### Local utilization

The die is cut into 9 by 9 equal tiles; black is low, pale yellow is high, 0 to 100% covered.
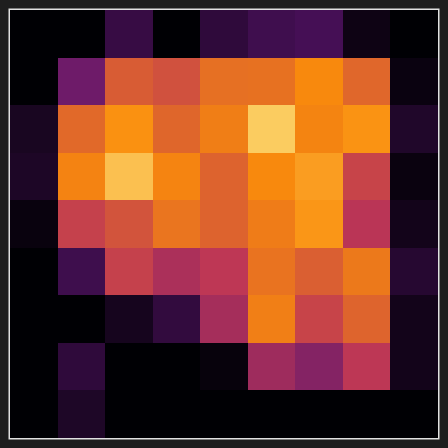
### Metal layers overlaid

Bar = 20 um. Two of the layers only.
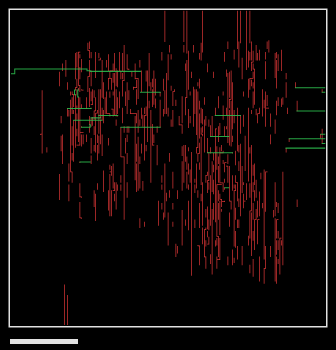
### Placement by cell class

Bar = 20 um. Fill, decap, tap and diode cells in grey.
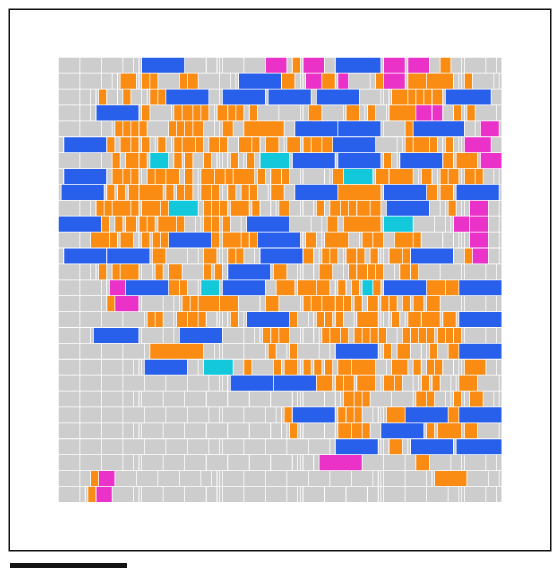
### Sequential cells grouped by signal name

Bar = 20 um. Other sequential cells in the stronger grey, the rest of the logic in the fainter grey.
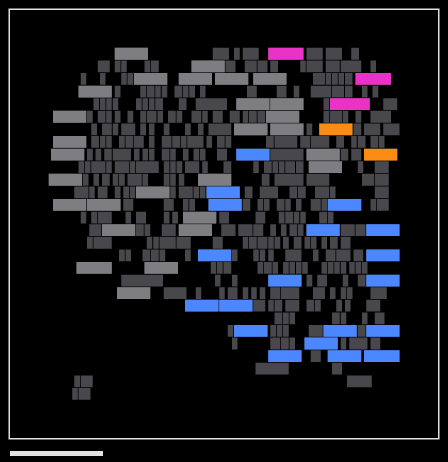
### Routing congestion map

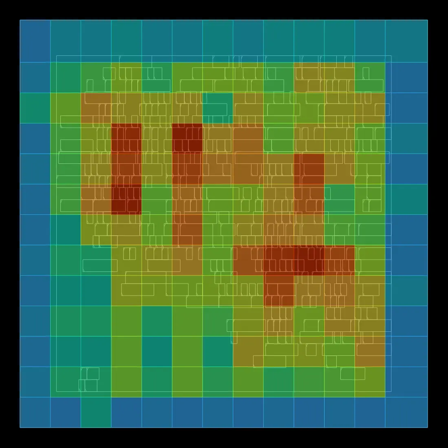
File: config.mk
export PLATFORM = sky130hd
export DESIGN_NAME = wave_rate_ctrl_flat
export DESIGN_NICKNAME = d
export VERILOG_FILES = /design/src/rtl/wave_rate_ctrl_pkg.sv /design/src/rtl/wave_rate_ctrl_if.sv /design/src/rtl/wave_rate_ctrl_key_debounce.sv /design/src/rtl/wave_rate_ctrl.sv /design/src/flat_wrapper.sv
export SDC_FILE = /design/constraint.sdc
export NUM_CORES = 1
export LEC_CHECK = 0
export ABC_AREA = 1
export CORE_MARGIN = 8
export CORE_UTILIZATION = 45
export CTS_CLUSTER_DIAMETER = 80
export DETAILED_ROUTE_END_ITERATION = 7
export GPL_TIMING_DRIVEN = 0
export PLACE_DENSITY = 0.72
export SYNTH_ARGS = -nofsm -noshare
export SYNTH_HDL_FRONTEND = slang
export SYNTH_SLANG_ARGS = --single-unit
export TNS_END_PERCENT = 30
File: constraint.sdc
create_clock -name clk -period 1.5 [get_ports clk]
set_input_delay 0.15 -clock clk [delete_from_list [all_inputs] [get_ports clk]]
set_output_delay 0.15 -clock clk [all_outputs]
set_load 0.01 [all_outputs]
File: src/rtl/wave_rate_ctrl_pkg.sv
`default_nettype none
// ============================================================================
//  Module      : wave_ctrl_pkg
//  Description : Shared encodings and helpers for the waveform rate
//                controller (FSM state codes, default step count, step
//                decode).
//  Revision    : 1.0 - initial release
// ============================================================================
package wave_ctrl_pkg;

    // Controller states, 2-bit encoding shared by the FSM and its return slot
    localparam logic [1:0] ST_RUN    = 2'd0;
    localparam logic [1:0] ST_HOLD   = 2'd1;
    localparam logic [1:0] ST_CHANGE = 2'd2;

    // Default number of rate settings
    localparam int NUM_STEPS_DEF = 5;

    // Address increment for a given rate index: one more than the index
    function automatic logic [3:0] step_of(input logic [2:0] idx);
        return {1'b0, idx} + 4'd1;
    endfunction

endpackage
`default_nettype wire

File: src/rtl/wave_rate_ctrl_if.sv
`default_nettype none
// ============================================================================
//  Module      : wave_rate_ctrl_if
//  Description : Front-panel key inputs and generator sequencing outputs of
//                the waveform rate controller. The slave modport is the
//                controller side, the master modport the surrounding logic.
//  Revision    : 1.0 - initial release
// ============================================================================
interface wave_rate_ctrl_if #(
    parameter int ADDR_W = 8
);
    logic              speed_n;
    logic              hold_n;
    logic [2:0]        step_idx;
    logic [ADDR_W-1:0] addr_step;
    logic              addr_en;
    logic              addr_clr;
    logic              running;

    modport slave (
        input  speed_n,
        input  hold_n,
        output step_idx,
        output addr_step,
        output addr_en,
        output addr_clr,
        output running
    );

    modport master (
        output speed_n,
        output hold_n,
        input  step_idx,
        input  addr_step,
        input  addr_en,
        input  addr_clr,
        input  running
    );
endinterface
`default_nettype wire

File: src/rtl/wave_rate_ctrl_key_debounce.sv
`default_nettype none
// ============================================================================
//  Module      : key_debounce
//  Description : Synchronises one raw active-low key into the clock domain,
//                accepts a new level only after it has been steady for
//                DEBOUNCE_CYCLES samples, and pulses press for one cycle
//                when the accepted level falls (key pushed).
//  Revision    : 1.0 - initial release
// ============================================================================
module key_debounce #(
    parameter int DEBOUNCE_CYCLES = 500000
) (
    input  wire logic clk,
    input  wire logic reset,
    input  wire logic key_n,
    output logic      stable,
    output logic      press
);

    localparam int             CNT_W      = (DEBOUNCE_CYCLES > 2) ? $clog2(DEBOUNCE_CYCLES) : 1;
    localparam logic [CNT_W-1:0] c_CNT_LAST = CNT_W'(DEBOUNCE_CYCLES - 1);

    logic             r_sync1;
    logic             r_sync2;
    logic             r_stable;
    logic             r_press;
    logic [CNT_W-1:0] r_cnt;

    // Two-flop synchroniser, then count consecutive samples that disagree
    // with the accepted level; any agreeing sample restarts the count.
    always_ff @(posedge clk) begin
        if (reset) begin
            r_sync1  <= 1'b1;
            r_sync2  <= 1'b1;
            r_stable <= 1'b1;
            r_press  <= 1'b0;
            r_cnt    <= '0;
        end else begin
            r_sync1 <= key_n;
            r_sync2 <= r_sync1;
            r_press <= 1'b0;
            if (r_sync2 == r_stable) begin
                r_cnt <= '0;
            end else if (r_cnt == c_CNT_LAST) begin
                r_stable <= r_sync2;
                r_cnt    <= '0;
                r_press  <= ~r_sync2;
            end else begin
                r_cnt <= r_cnt + CNT_W'(1);
            end
        end
    end

    assign stable = r_stable;
    assign press  = r_press;

endmodule
`default_nettype wire

File: src/rtl/wave_rate_ctrl.sv
`default_nettype none
// ============================================================================
//  Module      : wave_rate_ctrl
//  Description : Rate/sequence controller for the waveform address
//                generator. Debounces the SPEED and HOLD keys, cycles the
//                address increment, and issues advance / phase-restart
//                strobes. Holds no address of its own.
//  Revision    : 1.0 - initial release
// ============================================================================
module wave_rate_ctrl
    import wave_ctrl_pkg::*;
#(
    parameter int DEBOUNCE_CYCLES = 500000,
    parameter int NUM_STEPS       = NUM_STEPS_DEF,
    parameter int TICK_DIV        = 1,
    parameter int ADDR_W          = 8
) (
    input  wire logic        clk,
    input  wire logic        reset,
    wave_rate_ctrl_if.slave  bus
);

    localparam int               DIV_W      = (TICK_DIV > 1) ? $clog2(TICK_DIV) : 1;
    localparam logic [DIV_W-1:0] c_DIV_LAST = DIV_W'(TICK_DIV - 1);
    localparam logic [2:0]       c_IDX_LAST = 3'(NUM_STEPS - 1);

    logic             w_speed_press;
    logic             w_hold_press;
    logic             w_unused_speed_stable;
    logic             w_unused_hold_stable;
    logic [2:0]       w_next_idx;

    logic [1:0]       r_state;
    logic [1:0]       r_ret;
    logic [2:0]       r_step_idx;
    logic [DIV_W-1:0] r_div_cnt;

    key_debounce #(
        .DEBOUNCE_CYCLES (DEBOUNCE_CYCLES)
    ) u_speed_key (
        .clk    (clk),
        .reset  (reset),
        .key_n  (bus.speed_n),
        .stable (w_unused_speed_stable),
        .press  (w_speed_press)
    );

    key_debounce #(
        .DEBOUNCE_CYCLES (DEBOUNCE_CYCLES)
    ) u_hold_key (
        .clk    (clk),
        .reset  (reset),
        .key_n  (bus.hold_n),
        .stable (w_unused_hold_stable),
        .press  (w_hold_press)
    );

    assign w_next_idx = (r_step_idx == c_IDX_LAST) ? 3'd0 : r_step_idx + 3'd1;

    // Rate FSM: SPEED has priority over HOLD; CHANGE lasts one cycle, bumps
    // the rate index on entry and restarts the tick divider.
    always_ff @(posedge clk) begin
        if (reset) begin
            r_state    <= ST_RUN;
            r_ret      <= ST_RUN;
            r_step_idx <= 3'd0;
            r_div_cnt  <= {DIV_W{1'b0}};
        end else begin
            case (r_state)
                ST_RUN: begin
                    r_div_cnt <= (r_div_cnt == c_DIV_LAST) ? {DIV_W{1'b0}}
                                                           : r_div_cnt + DIV_W'(1);
                    if (w_speed_press) begin
                        r_state    <= ST_CHANGE;
                        r_ret      <= ST_RUN;
                        r_step_idx <= w_next_idx;
                    end else if (w_hold_press) begin
                        r_state <= ST_HOLD;
                    end
                end
                ST_HOLD: begin
                    if (w_speed_press) begin
                        r_state    <= ST_CHANGE;
                        r_ret      <= ST_HOLD;
                        r_step_idx <= w_next_idx;
                    end else if (w_hold_press) begin
                        r_state <= ST_RUN;
                    end
                end
                ST_CHANGE: begin
                    r_state   <= r_ret;
                    r_div_cnt <= {DIV_W{1'b0}};
                end
                default: begin
                    r_state   <= ST_RUN;
                    r_div_cnt <= {DIV_W{1'b0}};
                end
            endcase
        end
    end

    assign bus.step_idx  = r_step_idx;
    assign bus.addr_step = ADDR_W'(step_of(r_step_idx));
    assign bus.addr_en   = (r_state == ST_RUN) && (r_div_cnt == c_DIV_LAST);
    assign bus.addr_clr  = (r_state == ST_CHANGE);
    assign bus.running   = (r_state == ST_RUN);

endmodule
`default_nettype wire

File: src/flat_wrapper.sv
// flat-port wrapper written by rule: the top's interface ports become plain ports
module wave_rate_ctrl_flat import wave_ctrl_pkg::*;
#(
    parameter int DEBOUNCE_CYCLES = 500000,
    parameter int NUM_STEPS       = NUM_STEPS_DEF,
    parameter int TICK_DIV        = 1,
    parameter int ADDR_W          = 8
)
  (clk, reset, bus_speed_n, bus_hold_n, bus_step_idx, bus_addr_step, bus_addr_en, bus_addr_clr, bus_running);
  wave_rate_ctrl_if #(.ADDR_W(ADDR_W)) bus_i ();
  input  wire logic clk;
  input  wire logic reset;
  input wire logic [$bits(bus_i.speed_n)-1:0] bus_speed_n;
  input wire logic [$bits(bus_i.hold_n)-1:0] bus_hold_n;
  output wire logic [$bits(bus_i.step_idx)-1:0] bus_step_idx;
  output wire logic [$bits(bus_i.addr_step)-1:0] bus_addr_step;
  output wire logic [$bits(bus_i.addr_en)-1:0] bus_addr_en;
  output wire logic [$bits(bus_i.addr_clr)-1:0] bus_addr_clr;
  output wire logic [$bits(bus_i.running)-1:0] bus_running;
  assign bus_i.speed_n = bus_speed_n;
  assign bus_i.hold_n = bus_hold_n;
  assign bus_step_idx = bus_i.step_idx;
  assign bus_addr_step = bus_i.addr_step;
  assign bus_addr_en = bus_i.addr_en;
  assign bus_addr_clr = bus_i.addr_clr;
  assign bus_running = bus_i.running;
  wave_rate_ctrl #(.DEBOUNCE_CYCLES(DEBOUNCE_CYCLES), .NUM_STEPS(NUM_STEPS), .TICK_DIV(TICK_DIV), .ADDR_W(ADDR_W)) u_core (.clk(clk), .reset(reset), .bus(bus_i));
endmodule
==> results.tsv <==
stage	metric	value	unit
synthesis	async_flop_share	0	%
power_and_ir_drop	powerDensity	749.2	nW/um2
layout	fillCellCount	582	
place	hpwl	3.762	mm
synthesis	synth_area_per_cell	7.218	um2
drt	drt_iter0_drc	72	
worst_setup_path	cp-end-kind	primary output	
power_and_ir_drop	ir_drop	0.0004383	V
sta	fin_worst_skew	10.11	ps
worst_setup_path	crit_cells	3	
drt	post_drt_wl_per_cell	10.88	um
layout	fin_nets	396	
worst_setup_path	path_buffers	2	
grt	antenna_found_initial	0	
worst_setup_path	r2r_setup_slack	90	ps
layout	layout-drive-gt1-share	17.48	%
drt	firstDrtPassIters	5	
min_path	min_from	reset	
worst_setup_path	startpoint	u_core.bus.step_idx[0]$_SDFFE_PP0P_	
cts	numCtsBuffers	5	
power_and_ir_drop	total_power	2256	uW
layout	syn2layout_area_growth	14.62	%
sta	setup_slack	72.64	ps
worst_setup_path	start_kind	flip-flop	
synthesis	top_cells_by_count	nand2_1, nor2_1, dfxtp_1, inv_1, nand3_1	
cts	cts.sinks	52	
floorplan	die_h	92.41	um
synthesis	synth.distinct_cells	37	
synthesis	most_common_cell	nand2_1	
worst_setup_path	critical_path.top_delay_family	flip-flops	
grt	grt_max_degree	18	
place	place_ws	-14.02	ps
layout	num_antenna_cells	0	
flow_run	warnings	28	
sta	rsz0062_at_grt	yes	
worst_setup_path	r2r-start	u_core.u_speed_key.r_cnt[0]$_SDFF_PP0_	
synthesis	ys_seq_share	39.62	%
synthesis	numSynthFlops	52	
worst_setup_path	crit_required	1350	ps
min_path	hold_class	input port to flip-flop	
synthesis	synth_warnings	0	
cts	h-tree-depth	2	
synthesis	synthCells	364	
min_path	min_to	u_core.bus.step_idx[2]$_SDFFE_PP0P_	
sta	min_period	1427	ps
sta	drv_slew	0	
outcome	status	complete, no violations	
flow_run	drv_cap	0	
drt	route.detailed.drc	0	
drt	ant_nets	0	
floorplan	die-area	8540	um2
cts	cts_hold_buf	0	
min_path	hold_depth	2	
worst_setup_path	crit_end	bus_addr_step[1]	
worst_setup_path	crit_fanout	5	
floorplan	num_rows	28	
synthesis	ys_top_cells_by_area	dfxtp_1, nand2_1, nor2_1, inv_1, xor2_1	
synthesis	yosysTopAreaCell	dfxtp_1	
power_and_ir_drop	leakage	0.001047	uW
place	place_area	2853	um2
layout	logic_area	1425	um2
synthesis	ys_cells	364	
grt	gr-total-overflow	0	
worst_setup_path	r2r_end	u_core.u_speed_key.r_cnt[12]$_SDFF_PP0_	
sta	finalHoldViolCount	0	
About 'Local utilization':
- nearly empty tiles: 25%
- mean over tiles: 34%
- densest ninth of the die: middle

About 'Metal layers overlaid':
- green: M3 (wire length 153 um)
- red: M2 (wire length 2,480 um)

About 'Placement by cell class':
- orange: remaining logic cells (cells 307; share of their area 54%)
- cyan: clock drivers and dummy loads (cells 8; share of their area 3.1%)
- magenta: remaining buffers and delay cells (cells 22; share of their area 6.9%)
- blue: registers (cells 52; share of their area 36%)
Core ar.: 5781 um2
post-route cell area: 3012 um2
Util after Layout: 52.10%
flop share of the area: 34.86%

About 'Sequential cells grouped by signal name':
- orange: u_core.r_state (placed flops 2)
- blue: u_core.u_speed_key.r_cnt (placed flops 19)
- magenta: u_core.bus.step_idx (placed flops 3)
- not coloured: 28
FF/Latch Area: 1050 um2
Seq. pwr: 1390 uW

About 'Routing congestion map':
all-layer global routing usage: 12.15%
busiest layer in global routing: met2

## where the power goes
| part | switching (uW) | leakage, uW | total [uW] | internal, uW |
|---|---|---|---|---|
| registers | 4.44 | 0.000423 | 1390 | 1380 |
| clock network | 477 | 0.0000485 | 812 | 335 |
| logic | 29.2 | 0.000576 | 55.8 | 26.5 |
## layout by cell type (no fill, tap or decap), drive strengths merged
| cell | netlist | final |
|---|---|---|
| a22oi | 1 | 1 |
| xor2 | 14 | 14 |
| or2 | 8 | 8 |
| o21bai | 2 | 2 |
| nand4 | 10 | 10 |
| nor4 | 1 | 1 |
| a21oi | 16 | 16 |
| clkdlybuf4s15 | 0 | 1 |
| dfxtp | 52 | 52 |
| xnor2 | 3 | 3 |
| o21ai | 6 | 6 |
| clkbuf | 0 | 6 |
| ha | 4 | 4 |
| buf | 8 | 10 |
| conb | 1 | 4 |
| nand2 | 77 | 77 |
| clkinv | 0 | 2 |
| dlygate4sd2 | 0 | 4 |
| inv | 40 | 41 |
| o211a | 1 | 1 |
| dlymetal6s2s | 0 | 1 |
| nor3 | 6 | 6 |
| and2 | 1 | 1 |
| a211oi | 1 | 1 |
| clkdlybuf4s50 | 0 | 5 |
| nand3 | 27 | 27 |
| nand3b | 2 | 2 |
| nor2 | 83 | 83 |
## stage by stage
step / util, % / hold slack, ps / cells
3_5_place_dp: 49.35 / 397.5 / 454
6_report: 52.10 / 108.5 / 464
2_1_floorplan: - / 253.8 / 367
5_1_grt: 52.10 / 120.2 / 464
3_3_place_gp: 49.35 / 399.3 / 454
4_1_cts: 51.36 / 103.2 / 463
## layout make-up
cell class / instances / area share (%)
plain buffers: 8 / 2.451
multi-input cells: 267 / 47.32
flip-flops and latches: 52 / 34.86
clock buffers: 5 / 2.285
repair buffers: 14 / 4.238
well taps: 75 / 3.116
inverters: 40 / 4.985
clock inverters: 3 / 0.7478
## state kept, by name, indices dropped and copies added (netlist names), 2 cells and up
signal and flops:
u_core.u_hold_key.r_cnt 19, u_core.r_state 2, u_core.bus.step_idx 3, u_core.u_speed_key.r_cnt 19
## kinds of logic (layout without fill, tap and decap cells)
logic type	count (synthesis)	after routing	share of synthesized area, %
and+or+nand+nor	215	215	38.00
xor gates and xnor gates	17	17	5.667
DFF	52	52	39.62
AOI/OAI and AO/OA	27	27	6.143
buffers and inverters	48	70	8.524
adders and majority gates	4	4	1.905
other	1	4	0.1427
## layer usage
layer  track usage, %  vias up  wire length [um]  share of wire (%)
li1                 -     1191                 -                  -
met1            13.97     1028              2383                 47
met2            21.28       32              2481                 49
met3            3.803        6               153                3.0
met4            3.087        0                31               0.61
met5                0        -                 0                  0
## what timing repair did
action                     CTS  global route
pin swaps                    0             2
resized                     16            10
buffers inserted             1             1
setup endpoints to repair   27            32
hold endpoints to repair     0             0
Power and IR drop assume default switching activity.
